[src/rtl/cache_pkg.sv]
// Shared types and constants for the cache refill path: address field layout,
// refill FSM encoding and a saturating counter helper.
package cache_pkg;

    localparam int ADDR_W   = 16;
    localparam int DATA_W   = 32;
    localparam int SET_BITS = 6;
    localparam int OFF_BITS = 2;
    localparam int TAG_W    = ADDR_W - SET_BITS - OFF_BITS;

    typedef enum logic [1:0] {
        S_IDLE = 2'd0,
        S_REQ  = 2'd1,
        S_FILL = 2'd2,
        S_DONE = 2'd3
    } refill_state_e;

    typedef struct packed {
        logic [TAG_W-1:0]    tag;
        logic [SET_BITS-1:0] set_idx;
        logic [OFF_BITS-1:0] off;
    } addr_fields_t;

    function automatic logic [15:0] sat_inc16(input logic [15:0] v);
        return (v == 16'hFFFF) ? v : v + 16'd1;
    endfunction

endpackage

[src/rtl/cache_refill_controller_lru_table.sv]
// One LRU bit per set; the stored bit names the way to evict next.
module lru_table #(
    parameter int SET_BITS = 6
) (
    input  logic                clk,
    input  logic                rst_n,
    input  logic [SET_BITS-1:0] rd_set,
    output logic                rd_bit,
    input  logic                wr_en,
    input  logic [SET_BITS-1:0] wr_set,
    input  logic                wr_bit
);

    localparam int DEPTH = 1 << SET_BITS;

    logic [DEPTH-1:0] bits_q;
    logic [DEPTH-1:0] bits_d;

    // Next-state for the bit array: single write port.
    always_comb begin
        bits_d = bits_q;
        if (wr_en) begin
            bits_d[wr_set] = wr_bit;
        end else begin
            bits_d = bits_q;
        end
    end

    // Bit array storage, cleared so every set starts with way 0 as victim.
    always_ff @(posedge clk or negedge rst_n) begin
        if (!rst_n) begin
            bits_q <= '0;
        end else begin
            bits_q <= bits_d;
        end
    end

    assign rd_bit = bits_q[rd_set];

endmodule

[src/rtl/cache_refill_controller.sv]
// Miss handler behind the set-associative cache: tracks 2-way LRU, stalls the
// address source on a miss, fetches the line and writes it into the victim way.
module cache_refill_controller #(
    parameter  int ADDR_W   = cache_pkg::ADDR_W,
    parameter  int DATA_W   = cache_pkg::DATA_W,
    parameter  int SET_BITS = cache_pkg::SET_BITS,
    parameter  int OFF_BITS = cache_pkg::OFF_BITS,
    localparam int TAG_W    = ADDR_W - SET_BITS - OFF_BITS
) (
    input  logic                clk,
    input  logic                rst_n,
    input  logic                lookup_valid,
    input  logic [ADDR_W-1:0]   addr_in,
    input  logic                hit_in,
    input  logic                hit_way,
    output logic                stall_out,
    output logic                mem_req_valid,
    input  logic                mem_req_ready,
    output logic [ADDR_W-1:0]   mem_req_addr,
    input  logic                mem_rsp_valid,
    input  logic [DATA_W-1:0]   mem_rsp_data,
    output logic                fill_we,
    output logic                fill_way,
    output logic [SET_BITS-1:0] fill_set,
    output logic [OFF_BITS-1:0] fill_off,
    output logic [DATA_W-1:0]   fill_data,
    output logic                fill_done,
    output logic [TAG_W-1:0]    fill_tag,
    output logic [15:0]         hit_count,
    output logic [15:0]         miss_count
);

    import cache_pkg::*;

    refill_state_e       state_q, state_d;
    logic [TAG_W-1:0]    tag_q, tag_d;
    logic [SET_BITS-1:0] set_q, set_d;
    logic                victim_q, victim_d;
    logic [OFF_BITS-1:0] beat_q, beat_d;
    logic [15:0]         hit_cnt_q, hit_cnt_d;
    logic [15:0]         miss_cnt_q, miss_cnt_d;

    logic [TAG_W-1:0]    in_tag_s;
    logic [SET_BITS-1:0] in_set_s;
    logic                lru_rd_s;
    logic                lru_we_s;
    logic [SET_BITS-1:0] lru_wset_s;
    logic                lru_wbit_s;
    logic                unused_off_s;

    assign in_tag_s     = addr_in[ADDR_W-1 -: TAG_W];
    assign in_set_s     = addr_in[OFF_BITS +: SET_BITS];
    assign unused_off_s = ^addr_in[OFF_BITS-1:0];

    lru_table #(.SET_BITS(SET_BITS)) u_lru (
        .clk    (clk),
        .rst_n  (rst_n),
        .rd_set (in_set_s),
        .rd_bit (lru_rd_s),
        .wr_en  (lru_we_s),
        .wr_set (lru_wset_s),
        .wr_bit (lru_wbit_s)
    );

    // Refill FSM next-state; hit and fill LRU updates are exclusive by state.
    always_comb begin
        state_d    = state_q;
        tag_d      = tag_q;
        set_d      = set_q;
        victim_d   = victim_q;
        beat_d     = beat_q;
        hit_cnt_d  = hit_cnt_q;
        miss_cnt_d = miss_cnt_q;
        lru_we_s   = 1'b0;
        lru_wset_s = '0;
        lru_wbit_s = 1'b0;
        case (state_q)
            S_IDLE: begin
                if (lookup_valid && hit_in) begin
                    hit_cnt_d  = sat_inc16(hit_cnt_q);
                    lru_we_s   = 1'b1;
                    lru_wset_s = in_set_s;
                    lru_wbit_s = ~hit_way;
                end else if (lookup_valid) begin
                    tag_d      = in_tag_s;
                    set_d      = in_set_s;
                    victim_d   = lru_rd_s;
                    miss_cnt_d = sat_inc16(miss_cnt_q);
                    state_d    = S_REQ;
                end else begin
                    state_d = S_IDLE;
                end
            end
            S_REQ: begin
                if (mem_req_ready) begin
                    state_d = S_FILL;
                end else begin
                    state_d = S_REQ;
                end
            end
            S_FILL: begin
                if (mem_rsp_valid) begin
                    beat_d = beat_q + {{(OFF_BITS-1){1'b0}}, 1'b1};
                    if (beat_q == {OFF_BITS{1'b1}}) begin
                        state_d = S_DONE;
                    end else begin
                        state_d = S_FILL;
                    end
                end else begin
                    state_d = S_FILL;
                end
            end
            S_DONE: begin
                lru_we_s   = 1'b1;
                lru_wset_s = set_q;
                lru_wbit_s = ~victim_q;
                state_d    = S_IDLE;
            end
            default: begin
                state_d = S_IDLE;
            end
        endcase
    end

    // All controller state, cleared asynchronously (an interrupted fill is abandoned).
    always_ff @(posedge clk or negedge rst_n) begin
        if (!rst_n) begin
            state_q    <= S_IDLE;
            tag_q      <= '0;
            set_q      <= '0;
            victim_q   <= 1'b0;
            beat_q     <= '0;
            hit_cnt_q  <= 16'h0000;
            miss_cnt_q <= 16'h0000;
        end else begin
            state_q    <= state_d;
            tag_q      <= tag_d;
            set_q      <= set_d;
            victim_q   <= victim_d;
            beat_q     <= beat_d;
            hit_cnt_q  <= hit_cnt_d;
            miss_cnt_q <= miss_cnt_d;
        end
    end

    // Memory request and cache write port, decoded from state; zero when inactive.
    always_comb begin
        mem_req_valid = 1'b0;
        mem_req_addr  = '0;
        fill_we       = 1'b0;
        fill_way      = 1'b0;
        fill_set      = '0;
        fill_off      = '0;
        fill_data     = '0;
        fill_done     = 1'b0;
        fill_tag      = '0;
        case (state_q)
            S_REQ: begin
                mem_req_valid = 1'b1;
                mem_req_addr  = {tag_q, set_q, {OFF_BITS{1'b0}}};
            end
            S_FILL: begin
                fill_we   = mem_rsp_valid;
                fill_way  = victim_q;
                fill_set  = set_q;
                fill_off  = beat_q;
                fill_data = mem_rsp_valid ? mem_rsp_data : '0;
            end
            S_DONE: begin
                fill_done = 1'b1;
                fill_tag  = tag_q;
                fill_way  = victim_q;
                fill_set  = set_q;
            end
            default: begin
                mem_req_valid = 1'b0;
            end
        endcase
    end

    // The missing cycle itself must hold the pointer, hence the combinational term.
    assign stall_out  = (state_q != S_IDLE) | (lookup_valid & ~hit_in);
    assign hit_count  = hit_cnt_q;
    assign miss_count = miss_cnt_q;

endmodule

[config.mk]
export PLATFORM = sky130hd
export DESIGN_NAME = cache_refill_controller
export DESIGN_NICKNAME = d
export VERILOG_FILES = /design/src/rtl/cache_pkg.sv /design/src/rtl/cache_refill_controller_lru_table.sv /design/src/rtl/cache_refill_controller.sv
export SDC_FILE = /design/constraint.sdc
export NUM_CORES = 1
export LEC_CHECK = 0
export CAP_MARGIN = 20
export CORE_ASPECT_RATIO = 0.9
export CORE_MARGIN = 3
export CORE_UTILIZATION = 38
export CTS_CLUSTER_DIAMETER = 150
export CTS_CLUSTER_SIZE = 10
export DETAILED_ROUTE_END_ITERATION = 12
export HOLD_SLACK_MARGIN = 0.08
export PLACE_DENSITY = 0.77
export SLEW_MARGIN = 20
export SYNTH_ARGS = -nofsm -noshare
export SYNTH_HDL_FRONTEND = slang
export SYNTH_SLANG_ARGS = --single-unit
[constraint.sdc]
create_clock -name clk -period 2 [get_ports clk]
set_input_delay 0.4 -clock clk [delete_from_list [all_inputs] [get_ports clk]]
set_output_delay 0.4 -clock clk [all_outputs]
set_load 0.02 [all_outputs]
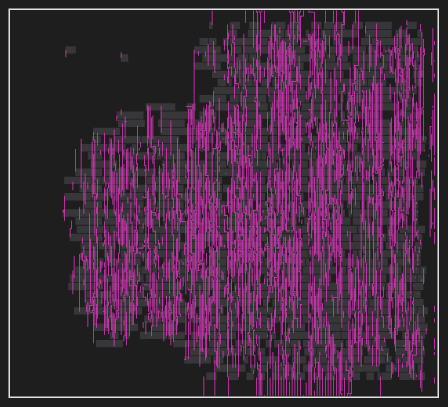
run_1/met2.png
(3 px per µm)
The longest straight run is 47.3 µm. The wires run mostly vertical. The layer carries 11700 µm of wire. 830 nets have wire on it. The layer holds 51% of the routed length.

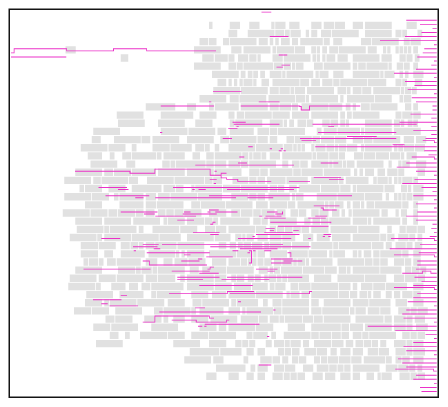
run_1/met3.png
(3 px per µm)
178 nets have wire on it. The wires run mostly horizontal. The longest straight run is 47.4 µm. The layer carries 2000 µm of wire. The layer holds 8.7% of the routed length.

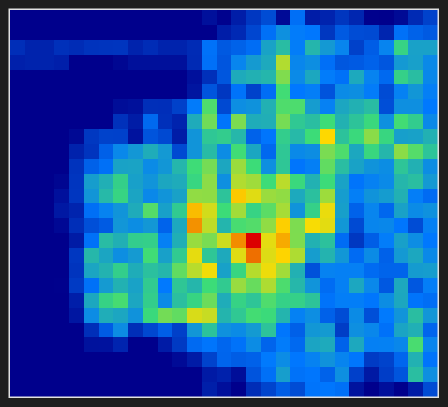
run_1/wire_density.png
(3 px per µm) 29 x 26 tiles, from dark blue (low) to red (high), scaled to the fullest tile. Values are wire area over tile area, all layers added.
The fullest tile reaches 0.84. 11% of the tiles are over half the peak. The mean over all tiles is 0.21.

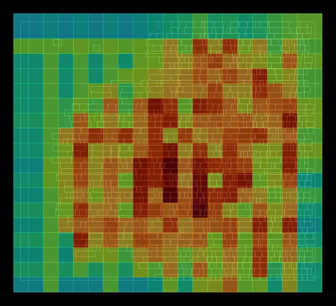
run_1/final_congestion.png
Final Core Density: 0.647
met2 Usage GRT: 0.375
wire per inst: 21.5 µm
global routing usage on met1: 0.275
gr usage total: 0.222

==> out/metrics.csv, run 1 <==
metric,value,unit
worstPathArrival,2.45,ns
hold_viol,0,
cts_setup_buffers,18,
flop-count,115,
fillers,1118,
num-nonclk-buffers,267,
numSynthFlops,115,
clk_latency,0.42,ns
clk_pin_slew,0.05,ns
most_common_cell,dfrtp_1,
layout_top_cell,dfrtp_1,
ys_warn_count,0,
status,"finished, violations left",
layout.comb_gates.multi_input,435,
wl_met1,8660,µm
xor_share,0.0426,
num-nonclk-inverters,15,
met3_usage,0.0617,
path_depth,9,
yosys-stat-area,6370,µm²
post_cts_resized,403,
worst_slack,-0.163,ns
sh_seq_area,0.273,
grt_pass1_vias,5955,
p_comb,5.33,mW
drc,0,
critPathCapture,u_lru.bits_q[21],
min_to,u_lru.bits_q[62],
dpl.hpwl,13400,µm
fp-row-count,44,
skew,0.00780,ns
power_frac_clock,0.274,
endpoint_kind,flop,
p_int,7.04,mW
dieArea,18400,µm²
netlist_instances,617,
dp_worst_setup_slack,-0.389,ns
violations,setup timing,
clkSinkCount,115,
r2r-end,u_lru.bits_q[21],
top_register,u_lru.bits_q,
p_seq,3.13,mW
largest_reg_flops,64,
logic_family,simple AND/OR/NAND/NOR gates,
sw_frac_of_total,0.396,
yosysTopAreaCell,dfrtp_1,
grt_antenna_before_repair,0,
ys_cells,617,
setup_violations,121,
mux_share,0.0850,
run_1/pins.png
(3 px per µm) Pins as bars across the die edge, other pins in grey.
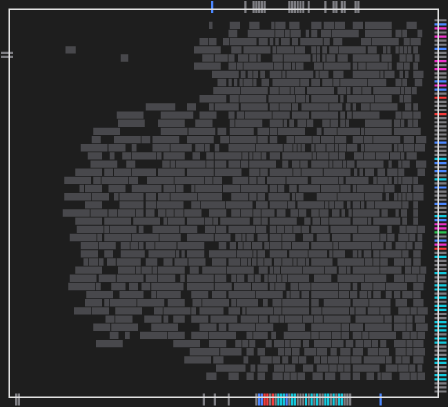

## Run 2: what changed since run 1
- CORE_UTILIZATION: 38 -> 30
- PLACE_DENSITY: 0.77 -> 0.65
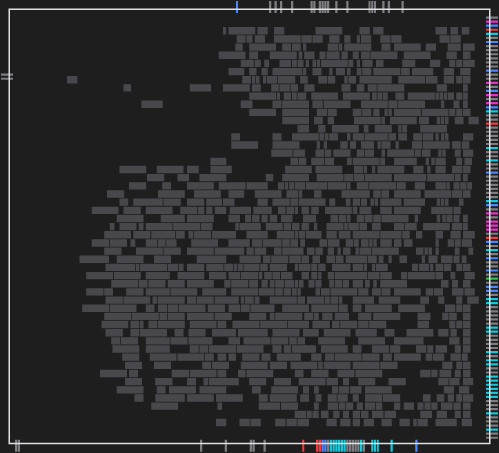
run_2/pins.png
(3 px per µm) Pins as bars across the die edge, other pins in grey.
fill_set: drawn in red, pins 6, direction output, edge 3 bottom, 3 right. mem_rsp_data: drawn in cyan, pins 32, direction input, edge 21 right, 11 bottom. fill_tag: drawn in magenta, pins 8, direction output, edge right. stall_out: drawn in green, pins 1, direction output, edge right. mem_req_addr: drawn in blue, pins 16, direction output, edge 12 right, 3 bottom, 1 top.

==> out/metrics.csv, run 2 <==
metric,value,unit,change
status,"finished, violations left",,
violations,setup timing,,
max-clock-path-buffers,2,,
cts_tree,built,,
ys_cells,617,,unchanged
num-nonclk-buffers,264,,-1.1%
dp_worst_setup_slack,-0.458,ns,-0.0691 ns
most_common_cell,dfrtp_1,,
worst_slack,-0.0736,ns,+0.0898 ns
cts_setup_buffers,16,,-2
xor_share,0.0426,,unchanged
worstPathArrival,2.35,ns,-0.10 ns
flop-count,115,,unchanged
num-nonclk-inverters,15,,unchanged
post_cts_resized,353,,-12%
endpoint_kind,flop,,
gr-usage-all-layers,0.180,,-0.0417
hold_viol,0,,unchanged
wl_per_cell,19.9,µm,-7.7%
min_to,miss_count[12],,
largest_reg_flops,64,,unchanged
mux_share,0.0850,,unchanged
grt_pass1_vias,5981,,+0.44%
fillers,1714,,+53%
yosysTopAreaCell,dfrtp_1,,
layout.comb_gates.multi_input,436,,+0.23%
p_comb,5.33,mW,about the same
sw_frac_of_total,0.405,,+0.00876
synth_area,6370,µm²,
placed_area,8850,µm²,
fp-row-count,49,,+11%
crit_fanout,8,,
clk_latency,0.42,ns,about the same
p_seq,3.14,mW,about the same
p_int,6.90,mW,-2.0%
netlist_instances,617,,unchanged
sh_seq_area,0.266,,-0.00685
grt_antenna_before_repair,0,,unchanged
setup_violations,79,,-35%
ys_warn_count,0,,unchanged
clkSinkCount,115,,unchanged
wl_met1,9290,µm,+7.4%
grt.met1_usage,0.233,,-0.0425
critPathCapture,u_lru.bits_q[58],,
dpl.hpwl,14400,µm,+7.8%
logic_family,simple AND/OR/NAND/NOR gates,,
met2_usage,0.301,,-0.0733
top_register,u_lru.bits_q,,
clk_pin_slew,0.06,ns,about the same
skew,0.0120,ns,+0.00422 ns
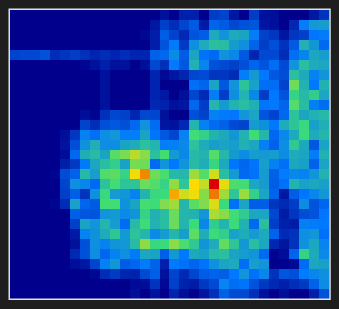
run_2/wire_density.png
(2 px per µm) 32 x 29 tiles, from dark blue (low) to red (high), scaled to the fullest tile. Values are wire area over tile area, all layers added.
The densest ninth of the die: middle. The fullest tile reaches 0.80. The mean over all tiles is 0.16. The emptiest ninth of the die: top left. 6.2% of the tiles are over half the peak.

## Run 3: what changed since run 2
- CTS_CLUSTER_SIZE: 10 -> unset
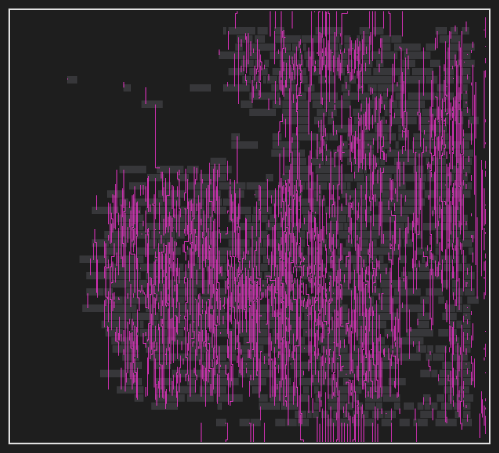
run_3/met2.png
(3 px per µm)
The layer holds 49% of the routed length. The layer carries 11100 µm of wire. 812 nets have wire on it.

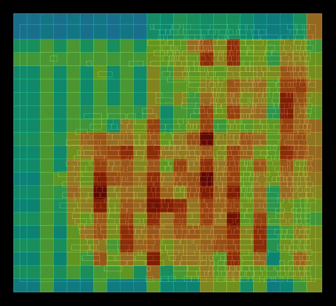
run_3/final_congestion.png
met2 Usage GRT: 0.301
global routing usage on met1: 0.233

==> out/metrics.csv, run 3 <==
metric,value,unit,change
top_register,u_lru.bits_q,,
setup_violations,79,,unchanged
clk_pin_slew,0.06,ns,about the same
skew,0.0120,ns,unchanged
fp-row-count,49,,unchanged
clkSinkCount,115,,unchanged
clk_latency,0.42,ns,about the same
sh_seq_area,0.266,,unchanged
xor_share,0.0426,,unchanged
grt_antenna_before_repair,0,,unchanged
critPathCapture,u_lru.bits_q[58],,
crit_fanout,8,,unchanged
placed_area,8850,µm²,unchanged
worst_slack,-0.0736,ns,unchanged
status,"finished, violations left",,
hold_viol,0,,unchanged
p_int,6.90,mW,unchanged
cts_setup_buffers,16,,unchanged
layout.comb_gates.multi_input,436,,unchanged
synth_area,6370,µm²,unchanged
num-nonclk-buffers,264,,unchanged
dp_worst_setup_slack,-0.458,ns,unchanged
wl_per_cell,19.9,µm,unchanged
fillers,1714,,unchanged
violations,setup timing,,
endpoint_kind,flop,,
ys_warn_count,0,,unchanged
dpl.hpwl,14400,µm,unchanged
p_comb,5.33,mW,about the same
grt_pass1_vias,5981,,unchanged
worstPathArrival,2.35,ns,about the same
most_common_cell,dfrtp_1,,
num-nonclk-inverters,15,,unchanged
